File: config.mk
export PLATFORM = sky130hd
export DESIGN_NAME = tdm_demux_1_4
export DESIGN_NICKNAME = d
export VERILOG_FILES = /design/src/rtl/tdm_demux_1_4_pkg.sv /design/src/rtl/slot_counter_2b.sv /design/src/rtl/tdm_demux_1_4.sv
export SDC_FILE = /design/constraint.sdc
export NUM_CORES = 1
export LEC_CHECK = 0
export CAP_MARGIN = 20
export CORE_AREA = 2 2 39 41
export CTS_CLUSTER_DIAMETER = 200
export DETAILED_ROUTE_END_ITERATION = 7
export DIE_AREA = 0 0 41 43
export HOLD_SLACK_MARGIN = 0.15
export PLACE_DENSITY = 0.79
export SLEW_MARGIN = 40
export SYNTH_ARGS = -nofsm -noshare
export SYNTH_HDL_FRONTEND = slang
export SYNTH_SLANG_ARGS = --single-unit
File: constraint.sdc
create_clock -name clk -period 1.9 [get_ports clk]
set_input_delay 0.19 -clock clk [delete_from_list [all_inputs] [get_ports clk]]
set_output_delay 0.19 -clock clk [all_outputs]
set_load 0.1 [all_outputs]
File: src/rtl/tdm_demux_1_4_pkg.sv
// Shared definitions for the 1:4 TDM demultiplexer: FSM encoding and frame geometry.
package tdm_demux_1_4_pkg;

    localparam int unsigned SLOTS  = 4;
    localparam int unsigned SLOT_W = $clog2(SLOTS);

    typedef enum logic {
        HUNT    = 1'b0,
        COLLECT = 1'b1
    } state_e;

endpackage

File: src/rtl/slot_counter_2b.sv
// Slot counter: wraps 3 -> 0. With load0 and en together it restarts at slot 0 and
// steps past it in the same cycle, which is what a resync capture needs.
module slot_counter_2b
    import tdm_demux_1_4_pkg::*;
(
    input  logic              clk,
    input  logic              rst,
    input  logic              en,
    input  logic              load0,
    output logic [SLOT_W-1:0] cnt
);

    logic [SLOT_W-1:0] cnt_q;

    always_ff @(posedge clk) begin
        if (rst) begin
            cnt_q <= '0;
        end else if (load0) begin
            cnt_q <= en ? SLOT_W'(1) : '0;
        end else if (en) begin
            cnt_q <= cnt_q + SLOT_W'(1);
        end
    end

    assign cnt = cnt_q;

endmodule

File: src/rtl/tdm_demux_1_4.sv
// 1:4 TDM demultiplexer: hunts for sync, collects four serial bits into slots 0..3 and
// presents each completed frame on y with a one-cycle y_valid pulse.
module tdm_demux_1_4
    import tdm_demux_1_4_pkg::*;
#(
    parameter bit SYNC_REQUIRED = 1'b1
) (
    input  logic             clk,
    input  logic             rst,
    input  logic             din,
    input  logic             din_valid,
    input  logic             sync,
    output logic             s0,
    output logic             s1,
    output logic [SLOTS-1:0] y,
    output logic             y_valid,
    output logic             frame_err
);

    state_e            state_q, state_d;
    logic [SLOTS-1:0]  shreg_q, shreg_d;
    logic [SLOTS-1:0]  y_q, y_d;
    logic              y_valid_q, y_valid_d;
    logic              frame_err_q, frame_err_d;
    logic              cnt_en, cnt_load0;
    logic [SLOT_W-1:0] slot;

    slot_counter_2b u_slot_counter (
        .clk   (clk),
        .rst   (rst),
        .en    (cnt_en),
        .load0 (cnt_load0),
        .cnt   (slot)
    );

    always_comb begin
        state_d     = state_q;
        shreg_d     = shreg_q;
        y_d         = y_q;
        y_valid_d   = 1'b0;
        frame_err_d = 1'b0;
        cnt_en      = 1'b0;
        cnt_load0   = 1'b0;

        if (din_valid) begin
            unique case (state_q)
                HUNT: begin
                    if (sync) begin
                        shreg_d = {{(SLOTS-1){1'b0}}, din};
                        cnt_en  = 1'b1;
                        state_d = COLLECT;
                    end
                end
                COLLECT: begin
                    if (sync && slot != '0) begin
                        // Resync: drop the partial frame, this bit becomes slot 0.
                        frame_err_d = 1'b1;
                        shreg_d     = {{(SLOTS-1){1'b0}}, din};
                        cnt_load0   = 1'b1;
                        cnt_en      = 1'b1;
                    end else if (!sync && slot == '0 && SYNC_REQUIRED) begin
                        frame_err_d = 1'b1;
                        shreg_d     = '0;
                        cnt_load0   = 1'b1;
                        state_d     = HUNT;
                    end else begin
                        cnt_en = 1'b1;
                        if (slot == SLOT_W'(SLOTS - 1)) begin
                            y_d       = {din, shreg_q[SLOTS-2:0]};
                            y_valid_d = 1'b1;
                            shreg_d   = '0;
                        end else begin
                            shreg_d[slot] = din;
                        end
                    end
                end
                default: state_d = HUNT;
            endcase
        end
    end

    always_ff @(posedge clk) begin
        if (rst) begin
            state_q     <= HUNT;
            shreg_q     <= '0;
            y_q         <= '0;
            y_valid_q   <= 1'b0;
            frame_err_q <= 1'b0;
        end else begin
            state_q     <= state_d;
            shreg_q     <= shreg_d;
            y_q         <= y_d;
            y_valid_q   <= y_valid_d;
            frame_err_q <= frame_err_d;
        end
    end

    assign s0        = slot[0];
    assign s1        = slot[1];
    assign y         = y_q;
    assign y_valid   = y_valid_q;
    assign frame_err = frame_err_q;

endmodule
==> impl_metrics.ini <==
; physical design summary
[drt]
final_antenna_net_count = 0
routedWlPerCell_um = 13.2
routed_via_density = 5.40
drc = 0
wirelength_mm = 1.31
drt-met1-wl_um = 576
detailroute.wirelength.met3_um = 48
highest_layer = met4
route.vias.total = 535
firstDrtPassIters = 4
routed-wl-met2_um = 662
drt-initial-drc-count = 3

[yosys]
post_synth_most_frequent_cells = 12 x sky130_fd_sc_hd__dfxtp_1, 10 x sky130_fd_sc_hd__nor2_1, 7 x sky130_fd_sc_hd__ha_1, 5 x sky130_fd_sc_hd__mux2i_1
syn_area_per_cell_um2 = 8.89
post_synth_instance_area_um2 = 596
floorplan.nets = 79
ys_async_sr_fraction_pct = 0
synth_area_leader_cell = sky130_fd_sc_hd__dfxtp_1
postSynthRegisterBits = 12
ys_top_logic_family = simple AND/OR/NAND/NOR gates
mux_area_share_pct = 8.40
xor_area_share_pct = 1.47
post_synth_main_area_contributors = sky130_fd_sc_hd__dfxtp_1 40%, sky130_fd_sc_hd__ha_1 15%, sky130_fd_sc_hd__mux2i_1 8.4%
post_synth_tally_of_flip_flops_with_integrated_enable = 0
synthesis.instances = 67
synthSimpleGateAreaFrac_pct = 17.0
post-synth-top-count-cell = sky130_fd_sc_hd__dfxtp_1
yosys_cells = 67
post_synth_fa_ha_maj_area_fraction_pct = 14.7
yosys.area_share.aoi_pct = 13.4
top_area_share_pct = 40.3
synth_warnings = 0
yosys.stat.seqShare_pct = 40.3
yosys.stat.chipArea_um2 = 596
post_synth_num_cell_types = 22
dominantRegCellSynth = sky130_fd_sc_hd__dfxtp_1

[die]
design.die.area_um2 = 1760
floorplan.io_pins = 13
floorplan.initialDensity_pct = 43.0
vert_die_dim_um = 43
dieWidth_um = 41

[clocking]
post-cts-setup-buffer-count = 0
cts.clk_slew.worst_paths_ns = 0.08
clk_buf_depth = 2
ctsHoldBuffers = 0
cts_buffers = 3
cts-resized-gates = 0
cts-root-buf = sky130_fd_sc_hd__clkbuf_4
clkSinkCount = 12
htreeDepth = 1
clkLatencyLatePin_ns = 0.26
tritoncts = done

[global_routing]
gr-usage-met3_pct = 3.14
wire_length_of_the_first_global_routing_pass_mm = 1.90
grt_usage_pct = 16.0
grt_most_used_layer = met2
grt-ovfl-total = 0
grt_pass1_vias = 476
grt_max_degree = 13
use_met1_pct = 16.9
initial_antenna_violation_count = 0
grt_use_met2_pct = 27.8

[worst_setup_path]
critical-path-top-delay-family = simple AND/OR/NAND/NOR gates
worstPathBufferInverterCount = 2
timing.setup.critical_path_class = reg2reg
reg2reg_slack_ns = 0.10
cell_with_the_largest_stage_delay_on_the_worst_path = sky130_fd_sc_hd__dfxtp_4
cp_cell_sequence = inv_1 > ha_2 > inv_2 > ha_1 > nand3b_1 > nor2_1 > or3_1 > a21oi_1
cp.arrival_ns = 1.99
crit_fanout = 5
worstPathRequired_ns = 2.09
critPathMaxStageDelay_ns = 0.37
regToRegStartpoint = u_slot_counter.cnt[0]$_SDFFE_PP0P_
setup_crit_start = u_slot_counter.cnt[0]$_SDFFE_PP0P_
worstSetupEndpointType = register
setup.worst_path.start_class = register

[final_timing]
tightest_slew_ns = 0.471
holdWs_ns = 0.477
final.setup.tns_ns = 0
drv_slew = 0
worst_clock_skew_ns = 0.00130
report.final.hold_viol_count = 0
maxSlewHeadroom_pct = 68.5
finalCritPeriodShare_pct = 94.5
max_freq_mhz = 557
finalSetupViolCount = 0
final.setup.worst_slack_ns = 0.104
period_needed_ns = 1.80

[layout]
syn2layout_area_growth_pct = 29.0
fillerInstances = 129
antenna-diode-count = 0
final-instance-count-excl-fill = 99
final_layout_size_suffix_gt1_share_pct = 22.9
most-common-layout-cells = 10 x sky130_fd_sc_hd__nor2_1, 10 x sky130_fd_sc_hd__dfxtp_1, 10 x sky130_fd_sc_hd__buf_4, 6 x sky130_fd_sc_hd__ha_1, 5 x sky130_fd_sc_hd__mux2i_1
layout.cell_area.non_filler_um2 = 768
design.final.nets = 96
largest_reg_flops = 4

[place]
place_hpwl_um = 943
gp_congestion = 0.692
number_of_port_buffers = 12
worst_slack_placed_ns = -0.0663
place_area_um2 = 724
placedCellCount = 94

[pwr]
leakagePower_nw = 0.352
p_total_mw = 0.590
vdd.ir_drop.worst_mv = 0.333
power.density_cell_area_nw_per_um2 = 768

[outcome]
run_status = finished, final reports clean

[job]
max_cap_viol_count = 0
openroad.warnings = 31

[min_path]
hold_path.class = reg2reg
holdCritStartpoint = shreg_q[1]$_SDFFE_PP0P_
[power by group]
group          switching (mW)  leakage (nW)  total [mW]  internal (mW)
combinational          0.0792         0.233       0.122         0.0432
clock                  0.0827        0.0210       0.199          0.116
sequential             0.0104        0.0987       0.269          0.258
[worst paths after layout]
path,end,cells past startpoint
worst max-delay path,shreg_q[0]$_SDFFE_PP0P_,8
worst min-delay path,shreg_q[1]$_SDFFE_PP0P_,2
worst max register to register,shreg_q[0]$_SDFFE_PP0P_,8
worst min register to register,shreg_q[1]$_SDFFE_PP0P_,2
[cell type report]
type                       instances  area [um^2]  share of cell area [%]
sequential                        12          248                    32.2
inverter                           5         18.8                    2.44
multi-input combinational         48          330                    43.0
clock buffer                       4         36.3                    4.72
timing repair buffer              14          115                    15.0
tap                               16         20.0                    2.61
Figure 1. Signal metal coverage by tile.
The die is cut into 8 by 9 equal tiles; dark blue is low, red is high, scaled to the fullest tile. Values are wire area over tile area, all layers added.
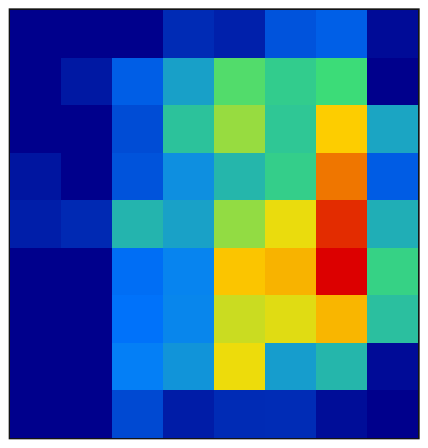
The fullest tile reaches 0.40. The emptiest ninth of the die: top left. The mean over all tiles is 0.12. 24% of the tiles are nearly empty.

Figure 2. Placed standard cells.
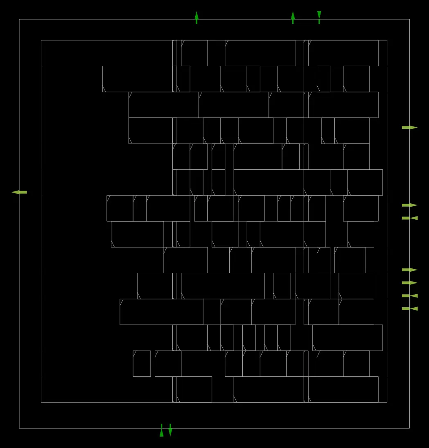
share of cell area taken by flip-flops and latches: 32.2%
core area: 1380 um^2
Flop Count: 12
Row Count: 14
core occupancy in the finished layout: 55.5%

Figure 3. Routed clock nets over the placement.
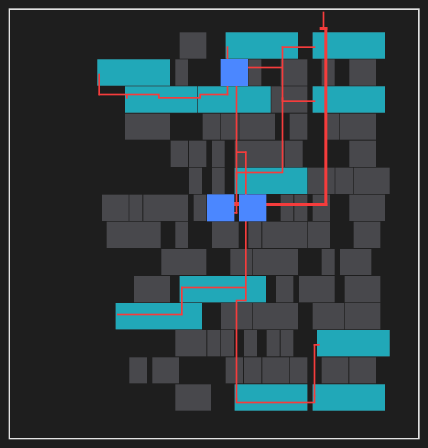
Red is clock wires, length 156 um. Blue is clock drivers, count 3. Cyan is flip-flops, count 12.
There are 4 routed clock nets.

Figure 4. Drive-strength map.
Bar = 10 um.
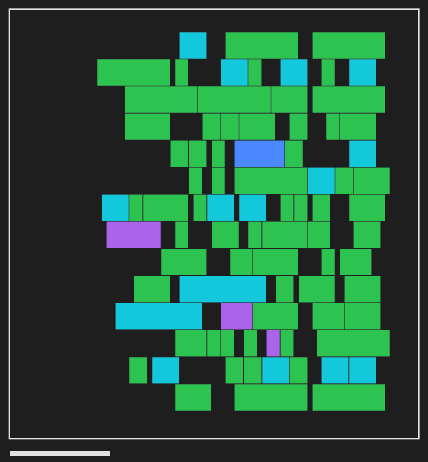
Green is _0 and _1 cells, cells 64, share 77%. Cyan is _3 and _4 cells, cells 15, share 18%. Blue is _6 and larger, cells 1, share 1.2%. Purple is _2 cells, cells 3, share 3.6%.

Power and IR drop assume default switching activity.
